==> src/rtl/id_control_path.sv <==
// id_control_path: ID-stage control for the 5-stage ARM pipeline.
// This block holds the fetch PC and its PC+4 adder. It decodes the IF/ID
// instruction into control signals. A bubble mux sits after the decoder,
// and its outputs are registered into the ID/EX control latch.
// Optional build macro CU_CMP_NOWRITE_EN changes the compare/test opcodes
// (TST, TEQ, CMP, CMN). With it defined they never write the register file,
// they always set status_bits[0], and they use ALU ops of their own.
module id_control_path #(
  parameter logic [31:0] PC_RESET = 32'h0000_0000,
  parameter logic [31:0] PC_STEP  = 32'd4
) (
  input  logic        clk,
  input  logic        reset,
  input  logic        pc_enable,
  input  logic [31:0] instruction,
  input  logic        nop_select,
  output logic [31:0] pc_current,
  output logic [31:0] pc_plus_4,
  output logic        reg_write_enable,
  output logic        mem_write_enable,
  output logic        mem_to_reg_select,
  output logic        alu_source_select,
  output logic [1:0]  status_bits,
  output logic [1:0]  alu_operation,
  output logic        pc_source_select,
  output logic        ex_reg_write,
  output logic        ex_mem_write,
  output logic        ex_mem_to_reg,
  output logic        ex_alu_src,
  output logic [1:0]  ex_alu_operation
);

  logic [31:0] r_pc;
  logic [3:0]  w_cond;
  logic [2:0]  w_class;
  logic [3:0]  w_opcode;
  logic        w_i_bit;
  logic        w_s_bit;
  logic        w_u_bit;
  logic        w_l_bit;

  logic        w_reg_write;
  logic        w_mem_write;
  logic        w_mem_to_reg;
  logic        w_alu_src;
  logic [1:0]  w_status;
  logic [1:0]  w_alu_op;
  logic        w_pc_src;

  logic        w_mux_reg_write;
  logic        w_mux_mem_write;
  logic        w_mux_mem_to_reg;
  logic        w_mux_alu_src;
  logic [1:0]  w_mux_alu_op;

  logic        r_ex_reg_write;
  logic        r_ex_mem_write;
  logic        r_ex_mem_to_reg;
  logic        r_ex_alu_src;
  logic [1:0]  r_ex_alu_op;

  assign w_cond   = instruction[31:28];
  assign w_class  = instruction[27:25];
  assign w_i_bit  = instruction[25];
  assign w_opcode = instruction[24:21];
  assign w_s_bit  = instruction[20];
  assign w_u_bit  = instruction[23];
  assign w_l_bit  = instruction[20];

  assign pc_current = r_pc;
  assign pc_plus_4  = r_pc + PC_STEP;

  // PC register: reset takes priority over the enable; the adder wraps naturally
  always_ff @(posedge clk) begin
    if (reset)
      r_pc <= PC_RESET;
    else if (pc_enable)
      r_pc <= pc_plus_4;
  end

  // Instruction decode; an all-zero word is a NOP even though it looks like AND
  always_comb begin
    w_reg_write  = 1'b0;
    w_mem_write  = 1'b0;
    w_mem_to_reg = 1'b0;
    w_alu_src    = 1'b0;
    w_status     = 2'b00;
    w_alu_op     = 2'b00;
    w_pc_src     = 1'b0;
    if (instruction != 32'h0000_0000) begin
      case (w_class)
        3'b000, 3'b001: begin
          w_reg_write = 1'b1;
          w_alu_src   = w_i_bit;
          w_status    = {(w_cond != 4'b1110), w_s_bit};
          case (w_opcode)
            4'b0100: w_alu_op = 2'b00;
            4'b0010: w_alu_op = 2'b01;
            4'b0000: w_alu_op = 2'b10;
            4'b1100: w_alu_op = 2'b11;
            default: w_alu_op = 2'b00;
          endcase
`ifdef CU_CMP_NOWRITE_EN
          if (w_opcode[3:2] == 2'b10) begin
            w_reg_write = 1'b0;
            w_status[0] = 1'b1;
            case (w_opcode[1:0])
              2'b10:   w_alu_op = 2'b01;
              2'b11:   w_alu_op = 2'b00;
              default: w_alu_op = 2'b10;
            endcase
          end
`else
          // compare/test opcodes decode like any other data-processing op
`endif
        end
        3'b010, 3'b011: begin
          w_alu_src    = ~w_i_bit;
          w_alu_op     = w_u_bit ? 2'b00 : 2'b01;
          w_reg_write  = w_l_bit;
          w_mem_to_reg = w_l_bit;
          w_mem_write  = ~w_l_bit;
          w_status     = {(w_cond != 4'b1110), 1'b0};
        end
        3'b101: begin
          w_pc_src    = 1'b1;
          w_alu_src   = 1'b1;
          w_reg_write = instruction[24];
          w_status    = {(w_cond != 4'b1110), 1'b0};
        end
        default: ;
      endcase
    end
  end

  assign reg_write_enable  = w_reg_write;
  assign mem_write_enable  = w_mem_write;
  assign mem_to_reg_select = w_mem_to_reg;
  assign alu_source_select = w_alu_src;
  assign status_bits       = w_status;
  assign alu_operation     = w_alu_op;

  assign w_mux_reg_write  = nop_select ? 1'b0  : w_reg_write;
  assign w_mux_mem_write  = nop_select ? 1'b0  : w_mem_write;
  assign w_mux_mem_to_reg = nop_select ? 1'b0  : w_mem_to_reg;
  assign w_mux_alu_src    = nop_select ? 1'b0  : w_alu_src;
  assign w_mux_alu_op     = nop_select ? 2'b00 : w_alu_op;
  assign pc_source_select = nop_select ? 1'b0  : w_pc_src;

  // ID/EX control latch: loads the bubble-muxed controls every cycle
  always_ff @(posedge clk) begin
    if (reset) begin
      r_ex_reg_write  <= 1'b0;
      r_ex_mem_write  <= 1'b0;
      r_ex_mem_to_reg <= 1'b0;
      r_ex_alu_src    <= 1'b0;
      r_ex_alu_op     <= 2'b00;
    end else begin
      r_ex_reg_write  <= w_mux_reg_write;
      r_ex_mem_write  <= w_mux_mem_write;
      r_ex_mem_to_reg <= w_mux_mem_to_reg;
      r_ex_alu_src    <= w_mux_alu_src;
      r_ex_alu_op     <= w_mux_alu_op;
    end
  end

  assign ex_reg_write     = r_ex_reg_write;
  assign ex_mem_write     = r_ex_mem_write;
  assign ex_mem_to_reg    = r_ex_mem_to_reg;
  assign ex_alu_src       = r_ex_alu_src;
  assign ex_alu_operation = r_ex_alu_op;

endmodule

==> config.mk <==
export PLATFORM = sky130hd
export DESIGN_NAME = id_control_path
export DESIGN_NICKNAME = d
export VERILOG_FILES = /design/src/rtl/id_control_path.sv
export SDC_FILE = /design/constraint.sdc
export NUM_CORES = 1
export LEC_CHECK = 0
export ABC_CLOCK_PERIOD_IN_PS = 3100
export CAP_MARGIN = 20
export CELL_PAD_IN_SITES_DETAIL_PLACEMENT = 1
export CELL_PAD_IN_SITES_GLOBAL_PLACEMENT = 2
export CORE_MARGIN = 10
export CORE_UTILIZATION = 21
export DETAILED_ROUTE_END_ITERATION = 10
export GPL_ROUTABILITY_DRIVEN = 0
export PLACE_DENSITY_LB_ADDON = 0.1
export SYNTH_ARGS = -nofsm -noshare
export SYNTH_HDL_FRONTEND = slang
export SYNTH_SLANG_ARGS = --single-unit
==> constraint.sdc <==
create_clock -name clk -period 3.1 [get_ports clk]
set_input_delay 0.62 -clock clk [delete_from_list [all_inputs] [get_ports clk]]
set_output_delay 0.62 -clock clk [all_outputs]
set_load 0.05 [all_outputs]
run_1/layer_met2.png
Scale bar: 20 um.
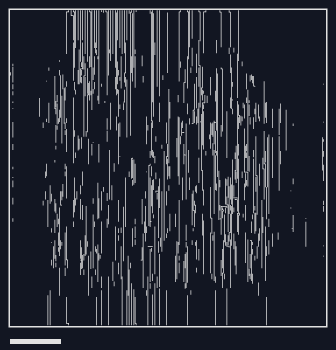
longest straight run: 49.0 um
wire length on this layer: 4,900 um
share of all routed wire: 51%
main direction: vertical
nets with wire on the layer: 409

run_1/power_grid.png
Pins as bars on the die edge. Tap cells in grey.
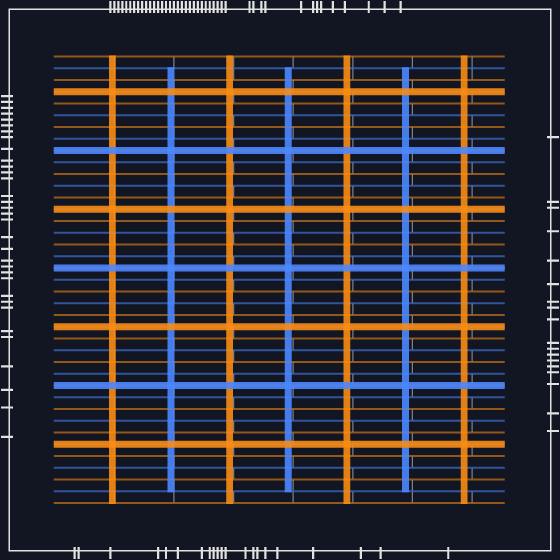
[VDD] blue
[VSS] orange
met4 straps: 7
rows: 38
met5 straps: 7
met1 rails: 39
signal pins: 115

==> impl_metrics.ini, run 1 <==
; implementation run metrics
[outcome]
status = finished clean

[pwr]
p_switching_w = 0.000290
p_int_w = 0.000706
pg_seq_w = 0.000473
p_per_area_nw_per_um2 = 241
p_clk_w = 0.000322
power_frac_clock = 0.324
comb_power_share = 0.202
power_leader = registers
swShare = 0.291
ir_worst_vdd_mv = 0.154
leakage_nw = 1.51

[placed_design]
place_inst = 545
dpl_cell_area_sq_um = 4030

[sta]
finClkSkew_ps = 11.9
relSlewSlack = 0.628
fin_crit_sh = 0.968

[hold_path]
hold_path_end = pc_current[29]

[synth]
mappedNetlistArea_sq_um = 2310
synth_flops = 36
edf_count = 0
ys.flop_type = dfxtp_1
top_area_cell = dfxtp_1
ys_top_cells_by_count = dfxtp_1, xnor2_1, nor2_1
async_reset_ff_frac = 0
synthTopLogicFamily = simple AND/OR/NAND/NOR gates
syn_area_per_cell_sq_um = 7.98
ys_cells = 290

[drt]
vias = 2589
drc = 0
wl_per_cell_um = 17.3

[critical_path]
crit_start = instruction[27]
cp_max_fo = 3
reg2reg_slack_ps = 940
cp-end-kind = output port
critical_path_class = input pin to output port
arrival_ps = 2380

[finish]
design_area_sq_um = 4140
fillCellCount = 1244
drive_gt1_frac = 0.248

[grt]
grt_pass1_wl_um = 15400
grt_pass1_vias = 2888
grt_max_degree = 35

[clock_network]
post_cts_resized = 2
cts_tree = yes
numCtsBuffers = 5
clk_latency_ps = 280

[floorplanning]
dieHeight_um = 125

[job]
warnings = 27
drv_cap = 0
run_1/placement_by_type.png
Scale bar: 20 um. Fill, decap, tap and diode cells in grey.
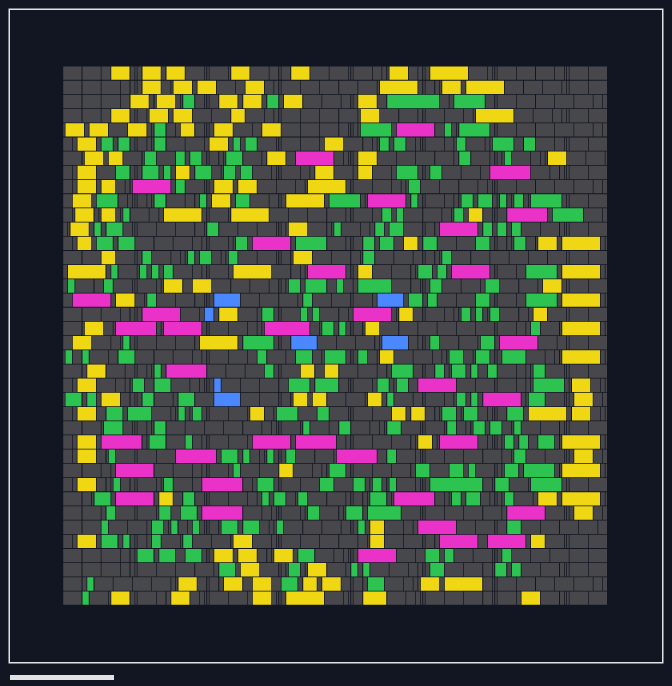
[remaining buffers and delay cells] yellow | cells: 135 | share of their area: 38%
[combinational and other logic] green | cells: 234 | share of their area: 42%
[sequential cells] magenta | cells: 36 | share of their area: 19%
[clock drivers and dummy loads] blue | cells: 7 | share of their area: 2.0%

run 1: area by class of cell:
class                           count  area, sq um  area share
Tap cell                          140          175      0.0423
Clock inverter                      1         5.00     0.00121
Multi-Input combinational cell    228         1630       0.394
Inverter                            6         22.5     0.00544
Clock buffer                        6         72.6      0.0175
Sequential cell                    36          738       0.178
Timing Repair Buffer              135         1500       0.361
run 1: layer usage:
metal  global-route usage  part of all wire  vias to the layer above
met3               0.0410             0.063                        2
met5                    0                 0                        -
met4               0.0224            0.0040                        0
met2                0.211              0.51                       53
li1                     -                 -                     1283
met1                0.132              0.42                     1251
run 1: critical path: stages:
cell             delay [ps]
clkdlybuf4s50_1         410
or4_4                   550
nand4b_1                210
o21ai_0                 190
buf_4                   140
a41oi_1                  40
buf_4                   210
==> inputs of run 2 (changes only) <==
--- a/config.mk
+++ b/config.mk
@@ -13,7 +13,9 @@
 export CORE_UTILIZATION = 21
 export DETAILED_ROUTE_END_ITERATION = 10
 export GPL_ROUTABILITY_DRIVEN = 0
+export GPL_TIMING_DRIVEN = 0
 export PLACE_DENSITY_LB_ADDON = 0.1
 export SYNTH_ARGS = -nofsm -noshare
 export SYNTH_HDL_FRONTEND = slang
 export SYNTH_SLANG_ARGS = --single-unit
+export TNS_END_PERCENT = 50
run_2/power_grid.png
Pins as bars on the die edge. Tap cells in grey.
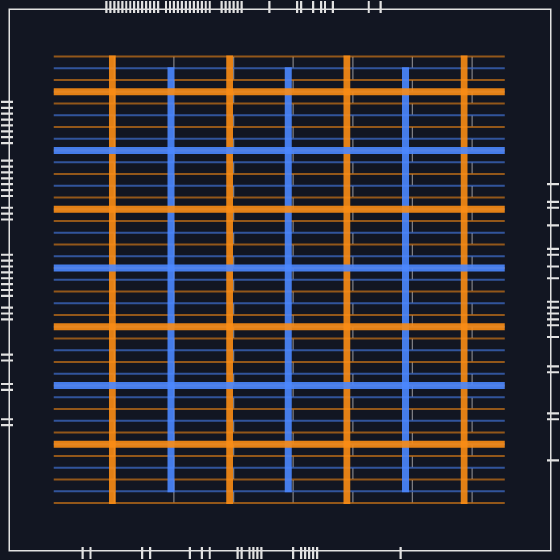
[VSS] orange
[VDD] blue
met4 straps: 7
tap cells: 140

==> impl_metrics.ini, run 2 <==
; implementation run metrics
[critical_path]
critical_path.most_common_cell = or4_4
crit_family = simple AND/OR/NAND/NOR gates
critical_path_class = flip-flop to output port
path_depth = 5
arrival_ps = 2370
path_cells = nand3_4 -> or4_4 -> or4_4 -> xnor2_4 -> buf_4
slowest_stage = or4_4
cp_num_buf_inv = 1
cp-end-kind = output port

[finish]
nonClockInverterCount = 6
fillCellCount = 1307
nonClockBufferCount = 135
nonClkBufAreaFrac = 0.299
seq_area_frac = 0.192
drive_gt1_frac = 0.247
design_area_sq_um = 3930
flops = 36
dominant_cells = logic gates

[pwr]
swShare = 0.289
leakage_nw = 1.45
p_switching_w = 0.000318
power_frac_clock = 0.395
p_per_area_nw_per_um2 = 280

[clock_network]
cts_tree = yes
post_cts_resized = 104
numCtsBuffers = 5

[job]
drv_cap = 0
warnings = 28

[synth]
async_reset_ff_frac = 0
syn_area_per_cell_sq_um = 7.98
ys.flop_type = dfxtp_1
edf_count = 0

[drt]
drc = 0
vias = 2631

[sta]
finClkSkew_ps = 7.43

[grt]
grt_pass1_vias = 2852
grt_max_degree = 13

[placed_design]
dpl_cell_area_sq_um = 3720

[outcome]
status = finished clean

[floorplanning]
nWellTaps = 140
dieHeight_um = 125
-- run 2: cell families after synthesis --
| kind of cell | Yosys count |
|---|---|
| buffers and inverters | 29 |
| multiplexers | 5 |
| AND-OR/OR-AND | 33 |
| other | 1 |
| XOR/XNOR | 40 |
| adder cells (fa/ha/maj) | 1 |
| AND/OR/NAND/NOR | 145 |
| flip-flops | 36 |
-- run 2: metrics by stage --
stage	utilization	total power (W)	cells
final	0.364	0.00110	553
after global routing	0.364	0.00116	553
after CTS	0.364	0.00113	553
after detailed placement	0.345	0.000681	543
after global placement	0.345	0.000681	543
after floorplan	-	0.000586	293
-- run 2: routing by layer --
layer	wire, um	global-route usage
met3	818	0.0532
met4	74	0.0271
met2	4690	0.202
met1	3890	0.125
met5	0	0
Power and IR drop assume default switching activity.
